[src/rtl/ddr3_dma_arb_if.sv]
`default_nettype none
// ============================================================================
//  Module      : ddr3_dma_arb_if
//  Description : Bundle of requester handshakes, per-engine MIG app signals
//                and the shared MIG user command port for ddr3_dma_arb.
//  Revision    : 1.0 - initial release
// ============================================================================
interface ddr3_dma_arb_if #(
    parameter int LEN_W  = 16,
    parameter int ADDR_W = 30
);
    // write engine side
    logic              wr_req;
    logic [LEN_W-1:0]  wr_len;
    logic              wr_gnt;
    logic              wr_done;
    logic [2:0]        wr_app_cmd;
    logic [ADDR_W-1:0] wr_app_addr;
    logic              wr_app_en;
    logic              wr_app_rdy;
    // read engine side
    logic              rd_req;
    logic [LEN_W-1:0]  rd_len;
    logic              rd_gnt;
    logic              rd_done;
    logic [2:0]        rd_app_cmd;
    logic [ADDR_W-1:0] rd_app_addr;
    logic              rd_app_en;
    logic              rd_app_rdy;
    // MIG user command port
    logic [2:0]        app_cmd;
    logic [ADDR_W-1:0] app_addr;
    logic              app_en;
    logic              app_rdy;
    // status
    logic              busy;

    // environment side: DMA engines and the MIG
    modport master (
        output wr_req, wr_len, wr_app_cmd, wr_app_addr, wr_app_en,
        output rd_req, rd_len, rd_app_cmd, rd_app_addr, rd_app_en,
        output app_rdy,
        input  wr_gnt, wr_done, wr_app_rdy,
        input  rd_gnt, rd_done, rd_app_rdy,
        input  app_cmd, app_addr, app_en, busy
    );

    // arbiter side
    modport slave (
        input  wr_req, wr_len, wr_app_cmd, wr_app_addr, wr_app_en,
        input  rd_req, rd_len, rd_app_cmd, rd_app_addr, rd_app_en,
        input  app_rdy,
        output wr_gnt, wr_done, wr_app_rdy,
        output rd_gnt, rd_done, rd_app_rdy,
        output app_cmd, app_addr, app_en, busy
    );
endinterface
`default_nettype wire

[src/rtl/ddr3_dma_arb.sv]
`default_nettype none
// ============================================================================
//  Module      : ddr3_dma_arb
//  Description : Shares the single DDR3 MIG user command port between the
//                write and read DMA engines. A grant lasts for a requested
//                number of accepted commands; ties alternate between sides.
//  Revision    : 1.0 - initial release
// ============================================================================
module ddr3_dma_arb #(
    parameter int LEN_W  = 16,
    parameter int ADDR_W = 30
) (
    input  logic          clk,
    input  logic          rst,
    ddr3_dma_arb_if.slave bus
);

    typedef enum logic [1:0] {
        c_IDLE    = 2'd0,
        c_GNT_WR  = 2'd1,
        c_GNT_RD  = 2'd2,
        c_RELEASE = 2'd3
    } state_t;

    localparam logic [LEN_W-1:0] c_CNT_ONE = LEN_W'(1);

    state_t             r_state;
    logic [LEN_W-1:0]   r_cnt;
    logic [LEN_W-1:0]   r_tgt;
    logic               r_last_rd;   // 1 = read side was served last

    state_t             w_state_nxt;
    logic [LEN_W-1:0]   w_cnt_nxt;
    logic [LEN_W-1:0]   w_tgt_nxt;
    logic               w_last_rd_nxt;

    logic               w_granted;   // in either GNT state
    logic               w_side_rd;   // granted side is the read engine
    logic               w_zero;      // zero-length grant: no beat may pass
    logic               w_x_en;
    logic [LEN_W-1:0]   w_cnt_inc;

    logic               w_wr_gnt, w_rd_gnt, w_wr_done, w_rd_done;
    logic               w_wr_app_rdy, w_rd_app_rdy;
    logic [2:0]         w_app_cmd;
    logic [ADDR_W-1:0]  w_app_addr;
    logic               w_app_en;

    assign w_granted = (r_state == c_GNT_WR) || (r_state == c_GNT_RD);
    assign w_side_rd = (r_state == c_GNT_RD);
    assign w_zero    = (r_tgt == '0);
    assign w_x_en    = w_side_rd ? bus.rd_app_en : bus.wr_app_en;
    assign w_cnt_inc = r_cnt + c_CNT_ONE;

    // State, beat counter, target length and fairness bit
    always_ff @(posedge clk) begin
        if (rst) begin
            r_state   <= c_IDLE;
            r_cnt     <= '0;
            r_tgt     <= '0;
            r_last_rd <= 1'b0;
        end else begin
            r_state   <= w_state_nxt;
            r_cnt     <= w_cnt_nxt;
            r_tgt     <= w_tgt_nxt;
            r_last_rd <= w_last_rd_nxt;
        end
    end

    // Arbitration, command forwarding and completion tracking
    always_comb begin
        w_state_nxt   = r_state;
        w_cnt_nxt     = r_cnt;
        w_tgt_nxt     = r_tgt;
        w_last_rd_nxt = r_last_rd;
        w_wr_gnt      = 1'b0;
        w_rd_gnt      = 1'b0;
        w_wr_done     = 1'b0;
        w_rd_done     = 1'b0;
        w_wr_app_rdy  = 1'b0;
        w_rd_app_rdy  = 1'b0;
        w_app_cmd     = 3'd0;
        w_app_addr    = '0;
        w_app_en      = 1'b0;

        case (r_state)
            c_IDLE: begin
                // read wins a tie unless it was the side served last
                if (bus.rd_req && (!bus.wr_req || !r_last_rd)) begin
                    w_state_nxt = c_GNT_RD;
                    w_tgt_nxt   = bus.rd_len;
                    w_cnt_nxt   = '0;
                end else if (bus.wr_req) begin
                    w_state_nxt = c_GNT_WR;
                    w_tgt_nxt   = bus.wr_len;
                    w_cnt_nxt   = '0;
                end
            end
            c_GNT_WR, c_GNT_RD: begin
                w_wr_gnt   = !w_side_rd;
                w_rd_gnt   = w_side_rd;
                w_app_cmd  = w_side_rd ? bus.rd_app_cmd  : bus.wr_app_cmd;
                w_app_addr = w_side_rd ? bus.rd_app_addr : bus.wr_app_addr;
                w_app_en   = w_x_en && !w_zero;
                w_wr_app_rdy = !w_side_rd && bus.app_rdy && !w_zero;
                w_rd_app_rdy = w_side_rd  && bus.app_rdy && !w_zero;
                if (w_zero) begin
                    w_state_nxt   = c_RELEASE;
                    w_last_rd_nxt = w_side_rd;
                end else if (w_x_en && bus.app_rdy) begin
                    w_cnt_nxt = w_cnt_inc;
                    if (w_cnt_inc == r_tgt) begin
                        w_state_nxt   = c_RELEASE;
                        w_last_rd_nxt = w_side_rd;
                    end
                end
            end
            c_RELEASE: begin
                w_wr_done   = !r_last_rd;
                w_rd_done   = r_last_rd;
                w_state_nxt = c_IDLE;
            end
            default: w_state_nxt = c_IDLE;
        endcase
    end

    assign bus.wr_gnt     = w_wr_gnt;
    assign bus.rd_gnt     = w_rd_gnt;
    assign bus.wr_done    = w_wr_done;
    assign bus.rd_done    = w_rd_done;
    assign bus.wr_app_rdy = w_wr_app_rdy;
    assign bus.rd_app_rdy = w_rd_app_rdy;
    assign bus.app_cmd    = w_app_cmd;
    assign bus.app_addr   = w_app_addr;
    assign bus.app_en     = w_app_en && w_granted;
    assign bus.busy       = (r_state != c_IDLE);

endmodule
`default_nettype wire

[src/flat_wrapper.sv]
// flat-port wrapper written by rule: the top's interface ports become plain ports
module ddr3_dma_arb_flat 
#(
    parameter int LEN_W  = 16,
    parameter int ADDR_W = 30
)
  (clk, rst, bus_wr_req, bus_wr_len, bus_wr_app_cmd, bus_wr_app_addr, bus_wr_app_en, bus_rd_req, bus_rd_len, bus_rd_app_cmd, bus_rd_app_addr, bus_rd_app_en, bus_app_rdy, bus_wr_gnt, bus_wr_done, bus_wr_app_rdy, bus_rd_gnt, bus_rd_done, bus_rd_app_rdy, bus_app_cmd, bus_app_addr, bus_app_en, bus_busy);
  ddr3_dma_arb_if #(.LEN_W(LEN_W), .ADDR_W(ADDR_W)) bus_i ();
  input  logic clk;
  input  logic rst;
  input wire logic [$bits(bus_i.wr_req)-1:0] bus_wr_req;
  input wire logic [$bits(bus_i.wr_len)-1:0] bus_wr_len;
  input wire logic [$bits(bus_i.wr_app_cmd)-1:0] bus_wr_app_cmd;
  input wire logic [$bits(bus_i.wr_app_addr)-1:0] bus_wr_app_addr;
  input wire logic [$bits(bus_i.wr_app_en)-1:0] bus_wr_app_en;
  input wire logic [$bits(bus_i.rd_req)-1:0] bus_rd_req;
  input wire logic [$bits(bus_i.rd_len)-1:0] bus_rd_len;
  input wire logic [$bits(bus_i.rd_app_cmd)-1:0] bus_rd_app_cmd;
  input wire logic [$bits(bus_i.rd_app_addr)-1:0] bus_rd_app_addr;
  input wire logic [$bits(bus_i.rd_app_en)-1:0] bus_rd_app_en;
  input wire logic [$bits(bus_i.app_rdy)-1:0] bus_app_rdy;
  output wire logic [$bits(bus_i.wr_gnt)-1:0] bus_wr_gnt;
  output wire logic [$bits(bus_i.wr_done)-1:0] bus_wr_done;
  output wire logic [$bits(bus_i.wr_app_rdy)-1:0] bus_wr_app_rdy;
  output wire logic [$bits(bus_i.rd_gnt)-1:0] bus_rd_gnt;
  output wire logic [$bits(bus_i.rd_done)-1:0] bus_rd_done;
  output wire logic [$bits(bus_i.rd_app_rdy)-1:0] bus_rd_app_rdy;
  output wire logic [$bits(bus_i.app_cmd)-1:0] bus_app_cmd;
  output wire logic [$bits(bus_i.app_addr)-1:0] bus_app_addr;
  output wire logic [$bits(bus_i.app_en)-1:0] bus_app_en;
  output wire logic [$bits(bus_i.busy)-1:0] bus_busy;
  assign bus_i.wr_req = bus_wr_req;
  assign bus_i.wr_len = bus_wr_len;
  assign bus_i.wr_app_cmd = bus_wr_app_cmd;
  assign bus_i.wr_app_addr = bus_wr_app_addr;
  assign bus_i.wr_app_en = bus_wr_app_en;
  assign bus_i.rd_req = bus_rd_req;
  assign bus_i.rd_len = bus_rd_len;
  assign bus_i.rd_app_cmd = bus_rd_app_cmd;
  assign bus_i.rd_app_addr = bus_rd_app_addr;
  assign bus_i.rd_app_en = bus_rd_app_en;
  assign bus_i.app_rdy = bus_app_rdy;
  assign bus_wr_gnt = bus_i.wr_gnt;
  assign bus_wr_done = bus_i.wr_done;
  assign bus_wr_app_rdy = bus_i.wr_app_rdy;
  assign bus_rd_gnt = bus_i.rd_gnt;
  assign bus_rd_done = bus_i.rd_done;
  assign bus_rd_app_rdy = bus_i.rd_app_rdy;
  assign bus_app_cmd = bus_i.app_cmd;
  assign bus_app_addr = bus_i.app_addr;
  assign bus_app_en = bus_i.app_en;
  assign bus_busy = bus_i.busy;
  ddr3_dma_arb #(.LEN_W(LEN_W), .ADDR_W(ADDR_W)) u_core (.clk(clk), .rst(rst), .bus(bus_i));
endmodule
[config.mk]
export PLATFORM = sky130hd
export DESIGN_NAME = ddr3_dma_arb_flat
export DESIGN_NICKNAME = d
export VERILOG_FILES = /design/src/rtl/ddr3_dma_arb_if.sv /design/src/rtl/ddr3_dma_arb.sv /design/src/flat_wrapper.sv
export SDC_FILE = /design/constraint.sdc
export NUM_CORES = 1
export LEC_CHECK = 0
export ABC_AREA = 1
export CELL_PAD_IN_SITES_DETAIL_PLACEMENT = 1
export CELL_PAD_IN_SITES_GLOBAL_PLACEMENT = 1
export CORE_MARGIN = 2
export CORE_UTILIZATION = 26
export DETAILED_ROUTE_END_ITERATION = 8
export PLACE_DENSITY_LB_ADDON = 0.08
export SYNTH_ARGS = -nofsm -noshare
export SYNTH_HDL_FRONTEND = slang
export SYNTH_SLANG_ARGS = --single-unit
[constraint.sdc]
create_clock -name clk -period 2.8 [get_ports clk]
set_clock_uncertainty 0.05 [all_clocks]
set_input_delay 0.56 -clock clk [delete_from_list [all_inputs] [get_ports clk]]
set_output_delay 0.56 -clock clk [all_outputs]
set_load 0.01 [all_outputs]
Fig. 1: run 1, signal metal coverage by tile
22 x 22 tiles, from white (low) to dark blue (high), scaled to the fullest tile. Values are wire area over tile area, all layers added.
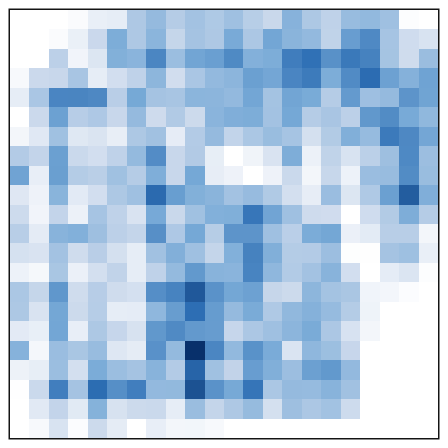
emptiest ninth of the die	south-east
tiles over half the peak	19%
nearly empty tiles	12%
mean over tiles	0.16
fullest tile	0.50

Fig. 2: run 1, I/O pins on the die edge
Scale bar: 20 um. Pins as bars across the die edge, other pins in grey.
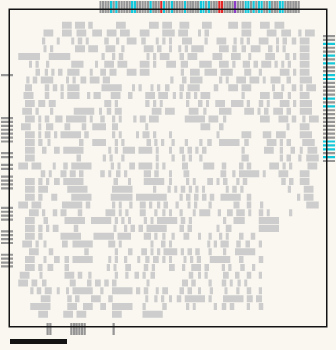
colour	port	pins	direction	edge
purple	bus_wr_app_rdy	1	output	north
red	bus_rd_app_cmd	3	input	north
cyan	bus_rd_app_addr	30	input	19 north, 11 east
all pins by edge	76 north, 33 east, 28 west, 9 south

==> results_slide.txt, run 1 <==
Physical Implementation Snapshot

Layout
  – Area Overhead vs Synth: 62.5%
  – Clock buf count: 6
  – Layout Cells excl Fill: 799
  – Cell type taking the most area: logic gates
  – Gate Area: 1910 sq um
  – Fin area: 4750 sq um
  – Highest-count logic cell in the final layout: nand2_1
  – Top cells excl fill/tap: 175 x nand2_1, 128 x clkdlybuf4s50_1, 58 x a21oi_1
  – Reg area: 704 sq um

Run
  – Tool warning count: 30

Global route
  – GRT met2 Usage: 36.2%
  – Vias in the first global route: ~3,800
  – Initial antenna violation count: 0
  – Met3 Use GR: 2.70%
  – Largest net degree at the start of global routing: 33

Logic synthesis
  – Cells after Synth: 516
  – Area fraction in mux cells: 0%
  – Xor/xnor share: 0%
  – Adder share: 2.57%
  – Distinct cells, synth: 30
  – Ys flops: 35
  – Syn_nets: 627
  – Yosys aoi share: 20.1%
  – YS warnings: 0

Power
  – Top Consumer: combinational cells
  – Net Sw Power: 1.87 mW
  – Clock power share: 12.3%
  – Seq group: 0.908 mW
  – Power per cell area: 834 nW/um^2
  – Leak: 2.20 nW

STA
  – Slew headroom: between 70% and 80%
  – Slew @ Worst Pin: approximately 360 ps
  – Hold Vio Cnt, Final: 0
  – Final TNS setup: 0 ps
  – Fmax: between 0.3 and 0.4 GHz

Floorplan
  – Initial Utilization: 26.9%
  – DIE WIDTH: ~110 um
  – Core Area: 10,900 sq um
  – Die height: 110 um

Detailed routing
  – Iter 0 DRT Violations: 177
  – Residual DRC: 0
  – Mean routed wirelength per cell: 15.5 um
  – Drt via density: between 4 and 5
  – Metal3 WL: 557 um
  – Antenna-violating nets left: 0
  – Routed length on met1: 5550 um

Clock tree
  – Num CTS Buffers: 5
  – Setup Fix Bufs, Post-CTS: 3
  – Clock Path Buffers: 2
  – Cts hold-fix bufs: 0
  – CTS tree: yes

Setup path
  – Crit path max-delay family: buffers and inverters
  – Worst setup EP type: output pin
  – Crit path capture: bus_app_addr[15]
  – Worst setup path start: u_core.r_state[0]

Min path
  – HP Class: flop to flop

Placed design
  – Cells after DPL: 788
  – Dpl cell area: 4560 sq um
  – Post-Place Setup Slack: 227 ps

Run status
  – Status: completed
Fig. 3: run 1, gate families picked out
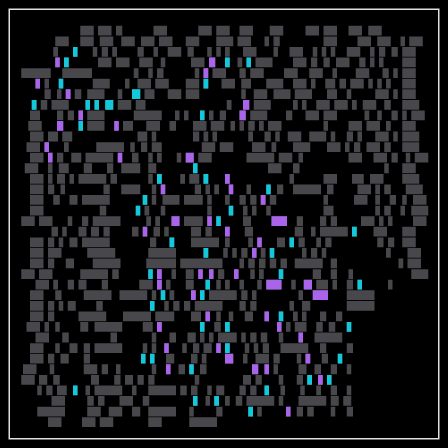
colour	family	cells
purple	NOR gates	48
cyan	inverters	49

-- run 1: synth_stat cells, drive strengths merged --
| master | number | area (sq um) |
|---|---|---|
| a211oi | 2 | 15.0 |
| a21oi | 58 | 290 |
| a31oi | 16 | 100 |
| and2 | 1 | 7.51 |
| buf | 5 | 32.5 |
| bufbuf | 1 | 18.8 |
| clkbuf | 21 | 78.8 |
| dfxtp | 35 | 701 |
| ha | 6 | 75.1 |
| inv | 49 | 184 |
| nand2 | 180 | 688 |
| nand3 | 48 | 250 |
| nand4 | 13 | 81.3 |
| nor2 | 42 | 188 |
| nor3 | 5 | 25.0 |
| nor4 | 1 | 6.26 |
| o211a | 1 | 10.0 |
| o21a | 1 | 7.51 |
| o21ai | 30 | 158 |
| o21bai | 1 | 7.51 |
==> run 1 -> run 2 <==
GPL_ROUTABILITY_DRIVEN = 0   (was default)
Fig. 4: run 2, gate families picked out
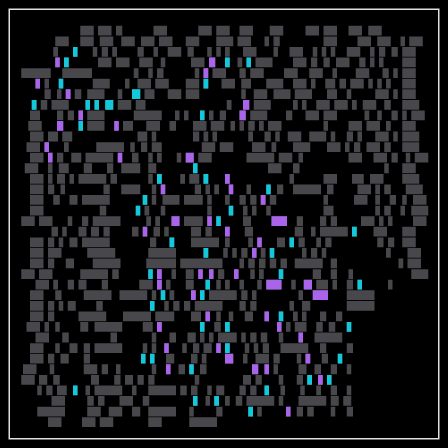
colour	family	cells
purple	NOR gates	48
cyan	inverters	49

==> results_slide.txt, run 2 <==
Physical Implementation Snapshot

Logic synthesis
  – YS warnings: 0
  – Number of enable flip-flop cells: 0
  – Cells after Synth: 516
  – Fraction of registers with async set/reset: 0%
  – Distinct cells, synth: 30
  – Syn_nets: roughly 630
  – Top area cell types: dfxtp_1 24%, nand2_1 22%, a21oi_1 9.9%, nand3_1 7.9%, inv_1 5.8%
  – Area share, top type: 24.0%
  – Count leader, synth: nand2_1
  – Synth area leader: dfxtp_1
  – Ys flops: 35
  – Most used DFF post-synth: dfxtp_1

Clock tree
  – Num CTS Buffers: 5
  – CTS tree: yes
  – Setup Fix Bufs, Post-CTS: 3

Power
  – Net Sw Power: approximately 1.9 mW
  – Seq group: 0.908 mW
  – Top Consumer: combinational cells
  – Leak: 2.20 nW
  – Clock power share: 12.3%

Global route
  – Met3 Use GR: 2.70%
  – Vias in the first global route: approximately 3,800
  – Initial antenna violation count: 0
  – GRT met2 Usage: between 30% and 40%

Layout
  – Gate Area: roughly 1900 sq um
  – Reg area: 704 sq um
  – Top cells excl fill/tap: 175 x nand2_1, 128 x clkdlybuf4s50_1, 58 x a21oi_1
  – Fin area: 4750 sq um
  – Layout Cells excl Fill: between 700 and 800
  – Clock buf count: 6
  – Highest-count logic cell in the final layout: nand2_1
  – Area Overhead vs Synth: 62.5%
  – Cell type taking the most area: logic gates

STA
  – Final TNS setup: 0 ps
  – Slew @ Worst Pin: ~360 ps
  – Fmax: 0.373 GHz
  – Slew headroom: 75.7%
  – Hold Vio Cnt, Final: 0

Detailed routing
  – Metal3 WL: 557 um
  – Mean routed wirelength per cell: 15.5 um
  – Drt via density: ~4.8
  – Iter 0 DRT Violations: approximately 180
  – Routed length on met1: 5550 um

Placed design
  – Cells after DPL: between 700 and 800
  – Post-Place Setup Slack: 227 ps
  – Dpl cell area: around 4600 sq um

Setup path
  – Worst setup EP type: output pin
  – Crit path max-delay family: buffers and inverters

Floorplan
  – DIE WIDTH: about 110 um
  – Die height: 110 um
  – Initial Utilization: 26.9%
  – Core Area: 10,900 sq um

Min path
  – HP Class: flop to flop

Run
  – Tool warning count: 30

Run status
  – Status: completed
[run 2: worst max path at each step]
stage,from,to,cells past startpoint
floorplan,u_core.r_state[0],bus_app_addr[10],6
global placement,bus_wr_app_en,u_core.r_state[1],16
detailed placement,u_core.r_state[0],bus_app_addr[21],7
CTS,u_core.r_state[1],bus_app_addr[21],6
global route,u_core.r_state[1],bus_app_addr[20],6
finish,u_core.r_state[0],bus_app_addr[15],6
[run 2: kinds of logic (layout without fill, tap and decap cells)]
| kind of cell | count (synthesis) | count (layout) | synth area share (%) |
|---|---|---|---|
| simple gates | 290 | 290 | 42.6 |
| flops | 35 | 35 | 24.0 |
| fa+ha+maj | 6 | 6 | 2.57 |
| buf+inv | 76 | 219 | 10.7 |
| compound gates | 109 | 109 | 20.1 |
Power figures rest on the tool's default switching activity, not on a simulated workload.
